$ cat src/rtl/alloc_arbiter_pkg.sv
// Shared configuration for the allocator arbiter: requester count, id width, FSM states.
// Requester k allocates with config id k, so ids span 0..N_ICFG-1.
package alloc_arbiter_pkg;

  localparam int N_ICFG     = 4;
  localparam int ICFG_ID_BW = $clog2(N_ICFG + 1);
  localparam int FIFO_DEPTH = 8;
  localparam int CNT_BW     = $clog2(FIFO_DEPTH + 1);

  typedef enum logic {
    RUN   = 1'b0,
    DRAIN = 1'b1
  } alloc_arb_state_t;

endpackage

$ cat src/rtl/alloc_arbiter_if.sv
// Bundle between alloc_arbiter and its environment: requesters, block-end handshake, Allocator, consumer.
// master = the arbiter side, slave = everything around it.
interface alloc_arbiter_if
  import alloc_arbiter_pkg::*;
#(
  parameter int N_REQ  = N_ICFG,
  parameter int ID_BW  = ICFG_ID_BW,
  parameter int CNT_BW = alloc_arbiter_pkg::CNT_BW
);
  logic [N_REQ-1:0]  req_rdy;
  logic [N_REQ-1:0]  req_ack;
  logic              end_rdy;
  logic              end_ack;
  logic              alloc_rdy;
  logic              alloc_ack;
  logic [ID_BW-1:0]  o_alloc_id;
  logic              consume_dval;
  logic              free_dval;
  logic [ID_BW-1:0]  o_free_id;
  logic              blkdone_dval;
  logic [CNT_BW-1:0] o_cnt;

  modport master (
    input  req_rdy, end_rdy, alloc_ack, consume_dval,
    output req_ack, end_ack, alloc_rdy, o_alloc_id, free_dval, o_free_id, blkdone_dval, o_cnt
  );

  modport slave (
    output req_rdy, end_rdy, alloc_ack, consume_dval,
    input  req_ack, end_ack, alloc_rdy, o_alloc_id, free_dval, o_free_id, blkdone_dval, o_cnt
  );

endinterface

$ cat src/rtl/alloc_arbiter_id_fifo.sv
// In-order id FIFO: head/count/full/empty are registered-state views, push/pop take effect at the edge.
// Push while full and pop while empty are dropped; simultaneous push+pop keeps the count.
module alloc_arbiter_id_fifo #(
  parameter int DEPTH = 8,
  parameter int W     = 3
) (
  input  logic                         i_clk,
  input  logic                         i_rst_n,
  input  logic                         push_i,
  input  logic [W-1:0]                 push_dat_i,
  input  logic                         pop_i,
  output logic [W-1:0]                 head_o,
  output logic [$clog2(DEPTH+1)-1:0]   cnt_o,
  output logic                         full_o,
  output logic                         empty_o
);

  localparam int PW = $clog2(DEPTH);
  localparam int CW = $clog2(DEPTH + 1);

  logic [W-1:0]  mem_q [DEPTH];
  logic [PW-1:0] wr_ptr_q, wr_ptr_d;
  logic [PW-1:0] rd_ptr_q, rd_ptr_d;
  logic [CW-1:0] cnt_q, cnt_d;
  logic          do_push;
  logic          do_pop;

  assign full_o  = (cnt_q == CW'(DEPTH));
  assign empty_o = (cnt_q == '0);
  assign cnt_o   = cnt_q;
  assign head_o  = mem_q[rd_ptr_q];

  assign do_push = push_i && !full_o;
  assign do_pop  = pop_i && !empty_o;

  // Depth is a power of two, so pointer increments wrap on their own.
  always_comb begin
    wr_ptr_d = wr_ptr_q;
    rd_ptr_d = rd_ptr_q;
    cnt_d    = cnt_q;
    if (do_push) wr_ptr_d = wr_ptr_q + 1'b1;
    if (do_pop)  rd_ptr_d = rd_ptr_q + 1'b1;
    case ({do_push, do_pop})
      2'b10:   cnt_d = cnt_q + 1'b1;
      2'b01:   cnt_d = cnt_q - 1'b1;
      default: cnt_d = cnt_q;
    endcase
  end

  always_ff @(posedge i_clk or negedge i_rst_n) begin
    if (!i_rst_n) begin
      wr_ptr_q <= '0;
      rd_ptr_q <= '0;
      cnt_q    <= '0;
    end else begin
      wr_ptr_q <= wr_ptr_d;
      rd_ptr_q <= rd_ptr_d;
      cnt_q    <= cnt_d;
    end
  end

  always_ff @(posedge i_clk) begin
    if (do_push) mem_q[wr_ptr_q] <= push_dat_i;
  end

endmodule

$ cat src/rtl/alloc_arbiter.sv
// Round-robin share of one Allocator among N_REQ requesters; grant 1 cycle after req_rdy, one issue per 2 cycles.
// Grants stall while the outstanding-id FIFO is full or the block is draining; frees are issued in alloc order.
module alloc_arbiter
  import alloc_arbiter_pkg::*;
#(
  parameter int N_REQ      = N_ICFG,
  parameter int FIFO_DEPTH = alloc_arbiter_pkg::FIFO_DEPTH
) (
  input logic                  i_clk,
  input logic                  i_rst_n,
  alloc_arbiter_if.master      bus
);

  localparam int ID_BW = $clog2(N_REQ + 1);
  localparam int CW    = $clog2(FIFO_DEPTH + 1);

  alloc_arb_state_t state_q, state_d;
  logic             alloc_rdy_q, alloc_rdy_d;
  logic [ID_BW-1:0] alloc_id_q, alloc_id_d;
  logic [ID_BW-1:0] rr_q, rr_d;
  logic             free_q, free_d;
  logic [ID_BW-1:0] free_id_q, free_id_d;
  logic             blkdone_q, blkdone_d;
  logic             end_ack_q, end_ack_d;

  logic             push;
  logic             pop;
  logic [ID_BW-1:0] head;
  logic [CW-1:0]    cnt;
  logic             full;
  logic             empty;

  function automatic logic [ID_BW-1:0] rr_pick(input logic [N_REQ-1:0] req,
                                               input logic [ID_BW-1:0] ptr);
    logic [ID_BW-1:0] pick;
    logic             found;
    int               idx;
    pick  = '0;
    found = 1'b0;
    for (int i = 0; i < N_REQ; i++) begin
      idx = (int'(ptr) + i) % N_REQ;
      if (!found && req[idx]) begin
        pick  = ID_BW'(idx);
        found = 1'b1;
      end
    end
    return pick;
  endfunction

  assign push = alloc_rdy_q && bus.alloc_ack;
  assign pop  = bus.consume_dval && !empty;

  always_comb begin
    bus.req_ack = '0;
    if (push) bus.req_ack[alloc_id_q] = 1'b1;
  end

  always_comb begin
    state_d     = state_q;
    alloc_rdy_d = alloc_rdy_q;
    alloc_id_d  = alloc_id_q;
    rr_d        = rr_q;
    free_d      = 1'b0;
    free_id_d   = free_id_q;
    blkdone_d   = 1'b0;
    end_ack_d   = 1'b0;

    if (push) begin
      alloc_rdy_d = 1'b0;
      rr_d        = (int'(alloc_id_q) == N_REQ - 1) ? '0 : alloc_id_q + 1'b1;
    end
    if (pop) begin
      free_d    = 1'b1;
      free_id_d = head;
    end

    case (state_q)
      RUN: begin
        // end_rdy is still high in the end_ack cycle; don't re-enter DRAIN on it.
        if (bus.end_rdy && !alloc_rdy_q && !end_ack_q) begin
          state_d = DRAIN;
        end else if (!alloc_rdy_q && |bus.req_rdy && !full) begin
          alloc_rdy_d = 1'b1;
          alloc_id_d  = rr_pick(bus.req_rdy, rr_q);
        end
      end
      DRAIN: begin
        // Empty implies no pop this cycle, so blkdone cannot land on a free pulse.
        if (empty) begin
          blkdone_d = 1'b1;
          end_ack_d = 1'b1;
          state_d   = RUN;
        end
      end
      default: state_d = RUN;
    endcase
  end

  always_ff @(posedge i_clk or negedge i_rst_n) begin
    if (!i_rst_n) begin
      state_q     <= RUN;
      alloc_rdy_q <= 1'b0;
      alloc_id_q  <= '0;
      rr_q        <= '0;
      free_q      <= 1'b0;
      free_id_q   <= '0;
      blkdone_q   <= 1'b0;
      end_ack_q   <= 1'b0;
    end else begin
      state_q     <= state_d;
      alloc_rdy_q <= alloc_rdy_d;
      alloc_id_q  <= alloc_id_d;
      rr_q        <= rr_d;
      free_q      <= free_d;
      free_id_q   <= free_id_d;
      blkdone_q   <= blkdone_d;
      end_ack_q   <= end_ack_d;
    end
  end

  alloc_arbiter_id_fifo #(
    .DEPTH (FIFO_DEPTH),
    .W     (ID_BW)
  ) u_id_fifo (
    .i_clk      (i_clk),
    .i_rst_n    (i_rst_n),
    .push_i     (push),
    .push_dat_i (alloc_id_q),
    .pop_i      (pop),
    .head_o     (head),
    .cnt_o      (cnt),
    .full_o     (full),
    .empty_o    (empty)
  );

  assign bus.alloc_rdy    = alloc_rdy_q;
  assign bus.o_alloc_id   = alloc_id_q;
  assign bus.free_dval    = free_q;
  assign bus.o_free_id    = free_id_q;
  assign bus.blkdone_dval = blkdone_q;
  assign bus.end_ack      = end_ack_q;
  assign bus.o_cnt        = cnt;

endmodule

$ cat src/flat_wrapper.sv
// flat-port wrapper written by rule: the top's interface ports become plain ports
module alloc_arbiter_flat import alloc_arbiter_pkg::*;
#(
  parameter int N_REQ      = N_ICFG,
  parameter int FIFO_DEPTH = alloc_arbiter_pkg::FIFO_DEPTH
)
  (i_clk, i_rst_n, bus_req_rdy, bus_end_rdy, bus_alloc_ack, bus_consume_dval, bus_req_ack, bus_end_ack, bus_alloc_rdy, bus_o_alloc_id, bus_free_dval, bus_o_free_id, bus_blkdone_dval, bus_o_cnt);
  alloc_arbiter_if #(.N_REQ(N_REQ), .ID_BW(3), .CNT_BW(4)) bus_i ();
  input logic i_clk;
  input logic i_rst_n;
  input wire logic [$bits(bus_i.req_rdy)-1:0] bus_req_rdy;
  input wire logic [$bits(bus_i.end_rdy)-1:0] bus_end_rdy;
  input wire logic [$bits(bus_i.alloc_ack)-1:0] bus_alloc_ack;
  input wire logic [$bits(bus_i.consume_dval)-1:0] bus_consume_dval;
  output wire logic [$bits(bus_i.req_ack)-1:0] bus_req_ack;
  output wire logic [$bits(bus_i.end_ack)-1:0] bus_end_ack;
  output wire logic [$bits(bus_i.alloc_rdy)-1:0] bus_alloc_rdy;
  output wire logic [$bits(bus_i.o_alloc_id)-1:0] bus_o_alloc_id;
  output wire logic [$bits(bus_i.free_dval)-1:0] bus_free_dval;
  output wire logic [$bits(bus_i.o_free_id)-1:0] bus_o_free_id;
  output wire logic [$bits(bus_i.blkdone_dval)-1:0] bus_blkdone_dval;
  output wire logic [$bits(bus_i.o_cnt)-1:0] bus_o_cnt;
  assign bus_i.req_rdy = bus_req_rdy;
  assign bus_i.end_rdy = bus_end_rdy;
  assign bus_i.alloc_ack = bus_alloc_ack;
  assign bus_i.consume_dval = bus_consume_dval;
  assign bus_req_ack = bus_i.req_ack;
  assign bus_end_ack = bus_i.end_ack;
  assign bus_alloc_rdy = bus_i.alloc_rdy;
  assign bus_o_alloc_id = bus_i.o_alloc_id;
  assign bus_free_dval = bus_i.free_dval;
  assign bus_o_free_id = bus_i.o_free_id;
  assign bus_blkdone_dval = bus_i.blkdone_dval;
  assign bus_o_cnt = bus_i.o_cnt;
  alloc_arbiter #(.N_REQ(N_REQ), .FIFO_DEPTH(FIFO_DEPTH)) u_core (.i_clk(i_clk), .i_rst_n(i_rst_n), .bus(bus_i));
endmodule
$ cat config.mk
export PLATFORM = sky130hd
export DESIGN_NAME = alloc_arbiter_flat
export DESIGN_NICKNAME = d
export VERILOG_FILES = /design/src/rtl/alloc_arbiter_pkg.sv /design/src/rtl/alloc_arbiter_if.sv /design/src/rtl/alloc_arbiter_id_fifo.sv /design/src/rtl/alloc_arbiter.sv /design/src/flat_wrapper.sv
export SDC_FILE = /design/constraint.sdc
export NUM_CORES = 1
export LEC_CHECK = 0
export CAP_MARGIN = 10
export CORE_ASPECT_RATIO = 0.6
export CORE_MARGIN = 10
export CORE_UTILIZATION = 53
export CTS_CLUSTER_DIAMETER = 50
export DETAILED_ROUTE_END_ITERATION = 12
export PLACE_DENSITY = 0.79
export SLEW_MARGIN = 0
export SYNTH_ARGS = -nofsm -noshare
export SYNTH_HDL_FRONTEND = slang
export SYNTH_SLANG_ARGS = --single-unit
export TNS_END_PERCENT = 30
$ cat constraint.sdc
create_clock -name i_clk -period 2.9 [get_ports i_clk]
set_clock_uncertainty 0.05 [all_clocks]
set_input_delay 0.87 -clock i_clk [delete_from_list [all_inputs] [get_ports i_clk]]
set_output_delay 0.87 -clock i_clk [all_outputs]
set_load 0.02 [all_outputs]
Fig. 1: the metal 2 layer
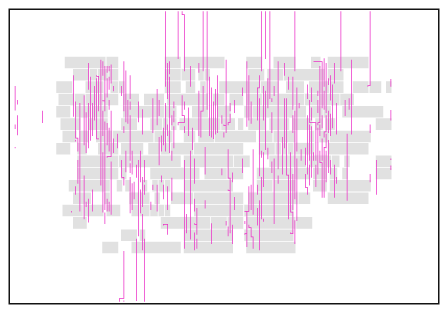
The layer holds 48% of the routed length. The longest straight run is 27.5 µm. The wires run mostly vertical. 156 nets have wire on it.
routed wire length: 3470 µm
met2 GRT Util: 18.3%
via count: 1135

Fig. 2: port wiring
The bar under the picture is 20 µm long.
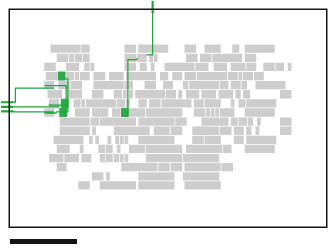
Key: bus_req_ack = green [bits 4, direction output, edge 3 west, 1 north, end cells 4, buffers 4, wire 118 µm]
# port buffers: 24
I/O pin total: 27

==> qor.csv <==
metric,value,unit
initial antenna violation count,0,
simple share,12.4,%
Final setup viols,0,
Dominant cell area share,28.5,%
buffer share of cell area,13.3,%
invs w/o clock,7,
"count leader, synth",dfrtp_1,
Initial DRC Count,46,
Max Slew Vio Count,0,
Dominant comb cell,simple AND/OR/NAND/NOR gates,
Post-Place Cells,213,
xor/xnor share,4.49,%
Adders+Majority by Area,6.41,%
post-route setup slack,359,ps
Core Area,3220,µm²
seq_cells,36,
register area,981,µm²
# Taps,45,
via/cell ratio,5.14,
top power group,registers,
root buf cell,clkbuf_8,
synth warn,0,
Unique cell types,36,
HP Class,flop to flop,
Comb gates,94,
"Hold-fix buffers, CTS",0,
drt drc,0,
Seq area share,45.1,%
clock buffer count,8,
Yosys chip area,1760,µm²
final HPWL from detailed placement,2620,µm
switching fraction of total power,36.3,%
Largest Register,u_core.u_id_fifo.mem_q,
Area after DPL,2080,µm²
crit path time final,2540,ps
Seq power,927,µW
Top Metal Used,met4,
final instance area,2180,µm²
"commonest non-fill, non-tap cell in the layout",dfrtp_1,
Row Count,16,
first-pass GRT wire length,5710,µm
Mux area share,10.8,%
largest net degree at the start of global routing,21,
Synth area leader,dfrtp_1,
switching power,790,µW
pre-CTS setup slack,-248,ps
met3 Track Usage GR,4.71,%
Worst-path clk slew,70,ps
filler instances,233,
yosys aoi share,6.70,%
Worst path depth,7,
RD Place Congestion,0.830,
share of post-route cells with drive strength above 1,15.9,%
Tot Pwr,2180,µW
# Cells Yosys,140,
Max Freq,394,MHz
status,"finished, final reports clean",
Synth top cells by count,"dfrtp_1, edfxtp_1, mux2i_1, nand2_1",
buffers plus inverters on the worst setup path,1,
capturing point of the worst reg2reg path,u_core.u_id_fifo.cnt_o[3],
"Async S/R FF share, synth",55.6,%
worst hold path startpoint,u_core.bus.o_free_id[0],
clk cell area share,4.60,%
vias in the first global route,1178,
Hold Path End,u_core.bus.o_free_id[0],
Synth flops,36,
setup tns final,0,ps
post_cts resized,4,
Gate power share,39.8,%
max reg flops,16,
Worst R2R Setup Slack,360,ps
grt ovf,0,
die height,64.6,µm
gr usage total,11.9,%
Reg2Reg Launch Point,u_core.u_id_fifo.cnt_o[2],
RSZ-0062 raised after global routing,false,
Power Clock,383,µW
Biggest Area Class,sequential cells,
worst hold stages,2,
Setup CP Type,flop to flop,
clock buffer depth,2,
Fig. 3: routing congestion map
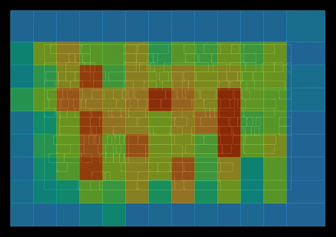
DR WL/cell: 15.7 µm
met1 Use GR: 14.6%

Fig. 4: met1 routing
Supply wires on this layer in gray.
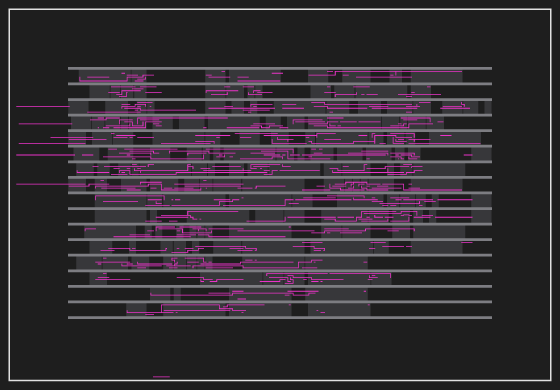
The longest straight run is 22.1 µm. 171 nets have wire on it. The layer holds 47% of the routed length. The wires run mostly horizontal.

Power is estimated from default activity; no workload was simulated.
